===== config.mk =====
export PLATFORM = sky130hd
export DESIGN_NAME = ssd_scan_driver
export DESIGN_NICKNAME = d
export VERILOG_FILES = /design/src/rtl/ssd_pkg.sv /design/src/rtl/ssd_hex_decode.sv /design/src/rtl/ssd_scan_driver.sv
export SDC_FILE = /design/constraint.sdc
export NUM_CORES = 1
export LEC_CHECK = 0
export ABC_CLOCK_PERIOD_IN_PS = 1900
export CORE_AREA = 2 2 61 63
export DETAILED_ROUTE_END_ITERATION = 7
export DIE_AREA = 0 0 63 65
export DONT_BUFFER_PORTS = 1
export PLACE_DENSITY = 0.68
export REMOVE_ABC_BUFFERS = 1
export SYNTH_ARGS = -nofsm -noshare
export SYNTH_HDL_FRONTEND = slang
export SYNTH_SLANG_ARGS = --single-unit

===== constraint.sdc =====
create_clock -name clk -period 1.9 [get_ports clk]
set_clock_uncertainty 0.05 [all_clocks]
set_input_delay 0.285 -clock clk [delete_from_list [all_inputs] [get_ports clk]]
set_output_delay 0.285 -clock clk [all_outputs]
set_load 0.1 [all_outputs]

===== src/rtl/ssd_pkg.sv =====
// Shared types and constants for the seven-segment scan driver.
// Latency: n/a (declarations only).
// Backpressure: n/a.
package ssd_pkg;

   // Segment vector {a,b,c,d,e,f,g}, bit 6 = a.
   typedef logic [6:0] seg_t;

   // Segments off, active-high sense (before any polarity inversion).
   localparam seg_t SEG_OFF_HI = 7'b0000000;

   // Hex nibble -> active-high segment pattern; entry N is HEX_SEG_TABLE[N].
   localparam logic [15:0][6:0] HEX_SEG_TABLE = {
      7'b1000111,   // F
      7'b1001111,   // E
      7'b0111101,   // d
      7'b1001110,   // C
      7'b0011111,   // b
      7'b1110111,   // A
      7'b1110011,   // 9
      7'b1111111,   // 8
      7'b1110000,   // 7
      7'b1011111,   // 6
      7'b1011011,   // 5
      7'b0110011,   // 4
      7'b1111001,   // 3
      7'b1101101,   // 2
      7'b0110000,   // 1
      7'b1111110    // 0
   };

endpackage


===== src/rtl/ssd_hex_decode.sv =====
// Hex nibble to active-high seven-segment pattern lookup.
// Latency: combinational, 0 cycles.
// Backpressure: none.
// Ports: nib (4-bit hex digit in), seg (7-bit segment pattern out, bit 6 = a).
module ssd_hex_decode
   import ssd_pkg::*;
(
   input  logic [3:0] nib,
   output seg_t       seg
);

   assign seg = HEX_SEG_TABLE[nib];

endmodule


===== src/rtl/ssd_scan_driver.sv =====
// Time-multiplexed seven-segment scan driver with dead time, leading-zero blanking and per-digit enables.
// Latency: outputs registered, 1 cycle after the cnt/idx/shadow state they reflect.
// Backpressure: none; scan is free-running, load is a fire-and-forget strobe.
// Ports: clk/rst (sync, active-high); load strobes digits_in/dig_en into shadow registers;
//        lz_blank level enables leading-zero suppression; seg/dig_sel drive the display pins;
//        scan_tick pulses for one cycle each time the digit index advances.
module ssd_scan_driver
   import ssd_pkg::*;
#(
   parameter int NUM_DIGITS     = 2,
   parameter int REFRESH_DIV    = 100000,
   parameter int BLANK_CYCLES   = 4,
   parameter int SEG_ACTIVE_LOW = 0,
   parameter int SEL_ACTIVE_LOW = 0
)
(
   input  logic                    clk,
   input  logic                    rst,
   input  logic                    load,
   input  logic [4*NUM_DIGITS-1:0] digits_in,
   input  logic [NUM_DIGITS-1:0]   dig_en,
   input  logic                    lz_blank,
   output logic [6:0]              seg,
   output logic [NUM_DIGITS-1:0]   dig_sel,
   output logic                    scan_tick
);

   localparam int CNT_W = $clog2(REFRESH_DIV);
   localparam int IDX_W = (NUM_DIGITS > 1) ? $clog2(NUM_DIGITS) : 1;

   localparam logic [CNT_W-1:0]      CNT_LAST  = CNT_W'(REFRESH_DIV - 1);
   localparam logic [CNT_W-1:0]      CNT_BLANK = CNT_W'(BLANK_CYCLES);
   localparam logic [IDX_W-1:0]      IDX_LAST  = IDX_W'(NUM_DIGITS - 1);
   localparam seg_t                  SEG_OFF   = (SEG_ACTIVE_LOW != 0) ? ~SEG_OFF_HI : SEG_OFF_HI;
   localparam logic [NUM_DIGITS-1:0] SEL_OFF   = (SEL_ACTIVE_LOW != 0) ? '1 : '0;

   // Reject parameter sets that cannot produce a usable scan.
   if (NUM_DIGITS < 1) begin : g_bad_num_digits
      $error("ssd_scan_driver: NUM_DIGITS must be >= 1");
   end
   if (REFRESH_DIV < 2) begin : g_bad_refresh_div
      $error("ssd_scan_driver: REFRESH_DIV must be >= 2");
   end
   if (BLANK_CYCLES < 0 || BLANK_CYCLES >= REFRESH_DIV) begin : g_bad_blank_cycles
      $error("ssd_scan_driver: BLANK_CYCLES must be in [0, REFRESH_DIV)");
   end

   logic [CNT_W-1:0]                cnt_q, cnt_d;
   logic [IDX_W-1:0]                idx_q, idx_d;
   logic [NUM_DIGITS-1:0][3:0]      dig_q, dig_d;
   logic [NUM_DIGITS-1:0]           en_q, en_d;
   seg_t                            seg_q, seg_d;
   logic [NUM_DIGITS-1:0]           sel_q, sel_d;
   logic                            tick_q, tick_d;

   logic [3:0]                      cur_nib;
   seg_t                            cur_seg;
   logic [NUM_DIGITS-1:0]           upper_zero;
   logic [NUM_DIGITS-1:0]           sel_onehot;
   logic                            dead;
   logic                            blank_digit;
   seg_t                            seg_hi;
   logic [NUM_DIGITS-1:0]           sel_hi;

   assign cur_nib = dig_q[idx_q];

   ssd_hex_decode u_hex_decode (
      .nib (cur_nib),
      .seg (cur_seg)
   );

   // upper_zero[i]: every shadow nibble at position i and above is zero,
   // i.e. digit i is a leading zero regardless of the enables.
   always_comb begin
      upper_zero = '0;
      for (int i = 0; i < NUM_DIGITS; i++) begin
         upper_zero[i] = 1'b1;
         for (int j = i; j < NUM_DIGITS; j++) begin
            if (dig_q[j] != 4'h0) begin
               upper_zero[i] = 1'b0;
            end
         end
      end
   end

   always_comb begin
      // Slot counter and digit index.
      cnt_d  = cnt_q + 1'b1;
      idx_d  = idx_q;
      tick_d = 1'b0;
      if (cnt_q == CNT_LAST) begin
         cnt_d  = '0;
         tick_d = 1'b1;
         idx_d  = (idx_q == IDX_LAST) ? '0 : idx_q + 1'b1;
      end

      // Shadow registers; scan position is untouched by a load.
      dig_d = load ? digits_in : dig_q;
      en_d  = load ? dig_en    : en_q;

      // Digit 0 is never zero-suppressed so an all-zero value still shows "0".
      dead        = (cnt_q < CNT_BLANK);
      blank_digit = !en_q[idx_q] ||
                    (lz_blank && (idx_q != '0) && upper_zero[idx_q]);

      sel_onehot        = '0;
      sel_onehot[idx_q] = 1'b1;

      if (dead) begin
         seg_hi = SEG_OFF_HI;
         sel_hi = '0;
      end else begin
         seg_hi = blank_digit ? SEG_OFF_HI : cur_seg;
         sel_hi = sel_onehot;
      end

      seg_d = (SEG_ACTIVE_LOW != 0) ? ~seg_hi : seg_hi;
      sel_d = (SEL_ACTIVE_LOW != 0) ? ~sel_hi : sel_hi;
   end

   always_ff @(posedge clk) begin
      if (rst) begin
         cnt_q  <= '0;
         idx_q  <= '0;
         dig_q  <= '0;
         en_q   <= '0;
         seg_q  <= SEG_OFF;
         sel_q  <= SEL_OFF;
         tick_q <= 1'b0;
      end else begin
         cnt_q  <= cnt_d;
         idx_q  <= idx_d;
         dig_q  <= dig_d;
         en_q   <= en_d;
         seg_q  <= seg_d;
         sel_q  <= sel_d;
         tick_q <= tick_d;
      end
   end

   assign seg       = seg_q;
   assign dig_sel   = sel_q;
   assign scan_tick = tick_q;

endmodule


==> notes.md <==
The synthesis and PnR run went through. The flow ran to the end, and the final reports show no timing, DRC or antenna violations. Per the OpenROAD power report, leakage power amounts to 0.8263 nW. Number of cells on the worst hold path landed at 2. Remaining design rule violation count landed at 0. Walking the worst path, the cells encountered are mux2_2 -> inv_1 -> ha_2 -> nor3_1 -> a2111oi_2 -> a211oi_1. Of all flip-flops after synthesis, the portion carrying an async set or reset was 0. Met3 layer usage reported by global route landed at 0.05903.

Setup violation total in the final timing report landed at 0. Post-layout instance area landed at 2090 um^2. The launch point of the critical path was reported as idx_q. Clock latency of the later-clocked register in the worst-skew pair landed at 0.34 ns. Of the cells placed in the final design, the portion with a size suffix greater than 1 is 0.2038. Pin placement for this block handled 24 I/O pins. Setup repair after global routing could not meet its margin everywhere.

The region available for standard cell placement spans around 3500 um^2. Number of buffers inserted for hold repair after clock tree synthesis landed at 1. The root buffer cell chosen for the clock tree is sky130_fd_sc_hd__clkbuf_4.

Counting the buffers created by CTS gives 5. The die is ~63 um wide. Utilization of the core after routing landed at 0.5977.

Part of the power in registers landed at 0.501. After layout, the design draws a total of 1.663 mW. The floorplan step defined a die boundary enclosing 4095 um^2. Final critical-path required period landed at about 1.9 ns.
## through the flow
step	instances	setup TNS, ns
6_report	259	0
5_1_grt	259	-0.01866
4_1_cts	259	-0.001831
3_5_place_dp	250	-0.1294
3_3_place_gp	250	0
2_1_floorplan	180	-0.1643
## power groups by stage
| stage | Sequential [mW] | Clock [mW] | Combinational (mW) |
|---|---|---|---|
| finish | 0.833 | 0.685 | 0.146 |
| global route | 0.836 | 0.728 | 0.162 |
| CTS | 0.833 | 0.697 | 0.139 |
| detailed placement | 0.850 | 0 | 0.132 |
| global placement | 0.850 | 0 | 0.126 |
| floorplan | 0.859 | 0 | 0.0794 |
## worst min path at each step
stage | from | endpoint | slack (ns)
global route | digits_in[1] | dig_q[1] | 0.04
floorplan | rst | idx_q | 0.30
detailed placement | rst | idx_q | 0.31
CTS | digits_in[6] | dig_q[6] | 0.02
global placement | rst | dig_q[7] | 0.31
finish | digits_in[7] | dig_q[7] | 0.03
## layout make-up
class	instances	area, um^2	area share
inverter	5	18.77	0.008982
timing repair buffer	23	187.7	0.08982
clock inverter	3	68.82	0.03293
multi-input combinational	137	954.7	0.4569
tap	48	60.06	0.02874
clock buffer	5	37.54	0.01796
sequential	38	762.0	0.3647
## kinds of logic (layout without fill, tap and decap cells)
group | after synthesis | in the layout | synth area share
AOI/OAI and AO/OA | 20 | 20 | 0.08141
adders and majority gates | 8 | 8 | 0.05764
muxes | 16 | 16 | 0.09438
and+or+nand+nor | 79 | 79 | 0.2320
buffers and inverters | 11 | 36 | 0.02593
xor gates and xnor gates | 14 | 14 | 0.07060
DFF | 38 | 38 | 0.4380
## sequential cells by signal, indices dropped and copies added, names as in the netlist
name and cells:
cnt_q 17, dig_q 8, dig_sel 2, en_q 2, idx_q 1, scan_tick 1, seg 7
==> images/wires.png <==
(6 px per um)
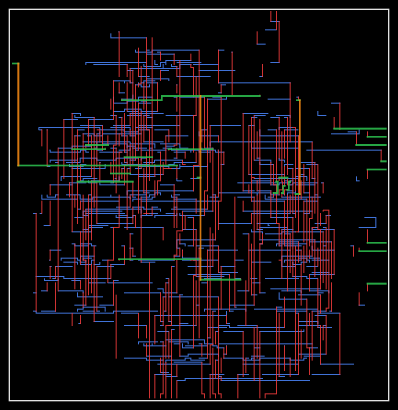
- red: metal 2 (wire length 1820 um)
- blue: metal 1 (wire length 1460 um)
- orange: metal 4 (wire length 63.2 um)
- green: metal 3 (wire length 144 um)

==> images/flops_by_reg.png <==
(8 px per um)
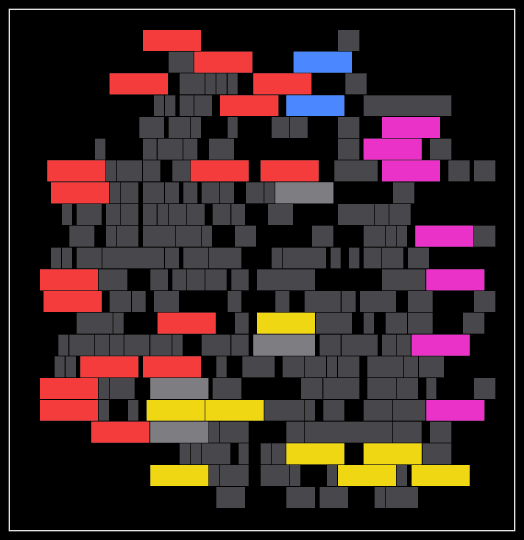
- blue: dig_sel (flops 2)
- magenta: seg (flops 7)
- yellow: dig_q (flops 8)
- red: cnt_q (flops 17)
- not colored: 4

==> images/clk_routes.png <==
(4 px per um)
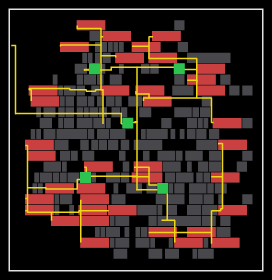
- yellow: clock wires (length 417 um)
- green: clock drivers (count 5)
- red: flip-flops (count 38)
- flops lie: spread over the die
- routed clock nets: 6

==> images/detail.png <==
Region (37, 6) to (57, 26) um. Cells in gray, sequential cells in the stronger gray; small squares are vias.
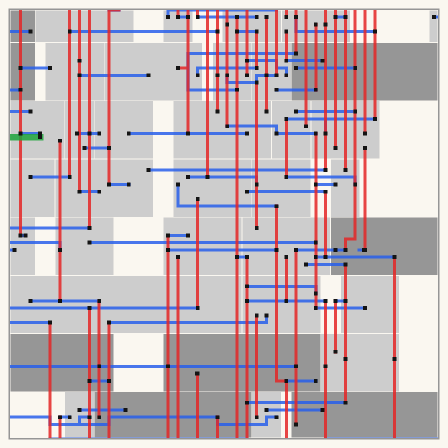
- green: metal 3
- blue: metal 1
- red: metal 2
- netlist names of flops here include: dig_q (4), seg (2)
- sequential cells in the window: 6
- most frequent: dfxtp_1 (6), buf_4 (6)
- cells with their middle in the window: 35

Power and IR drop assume default switching activity.
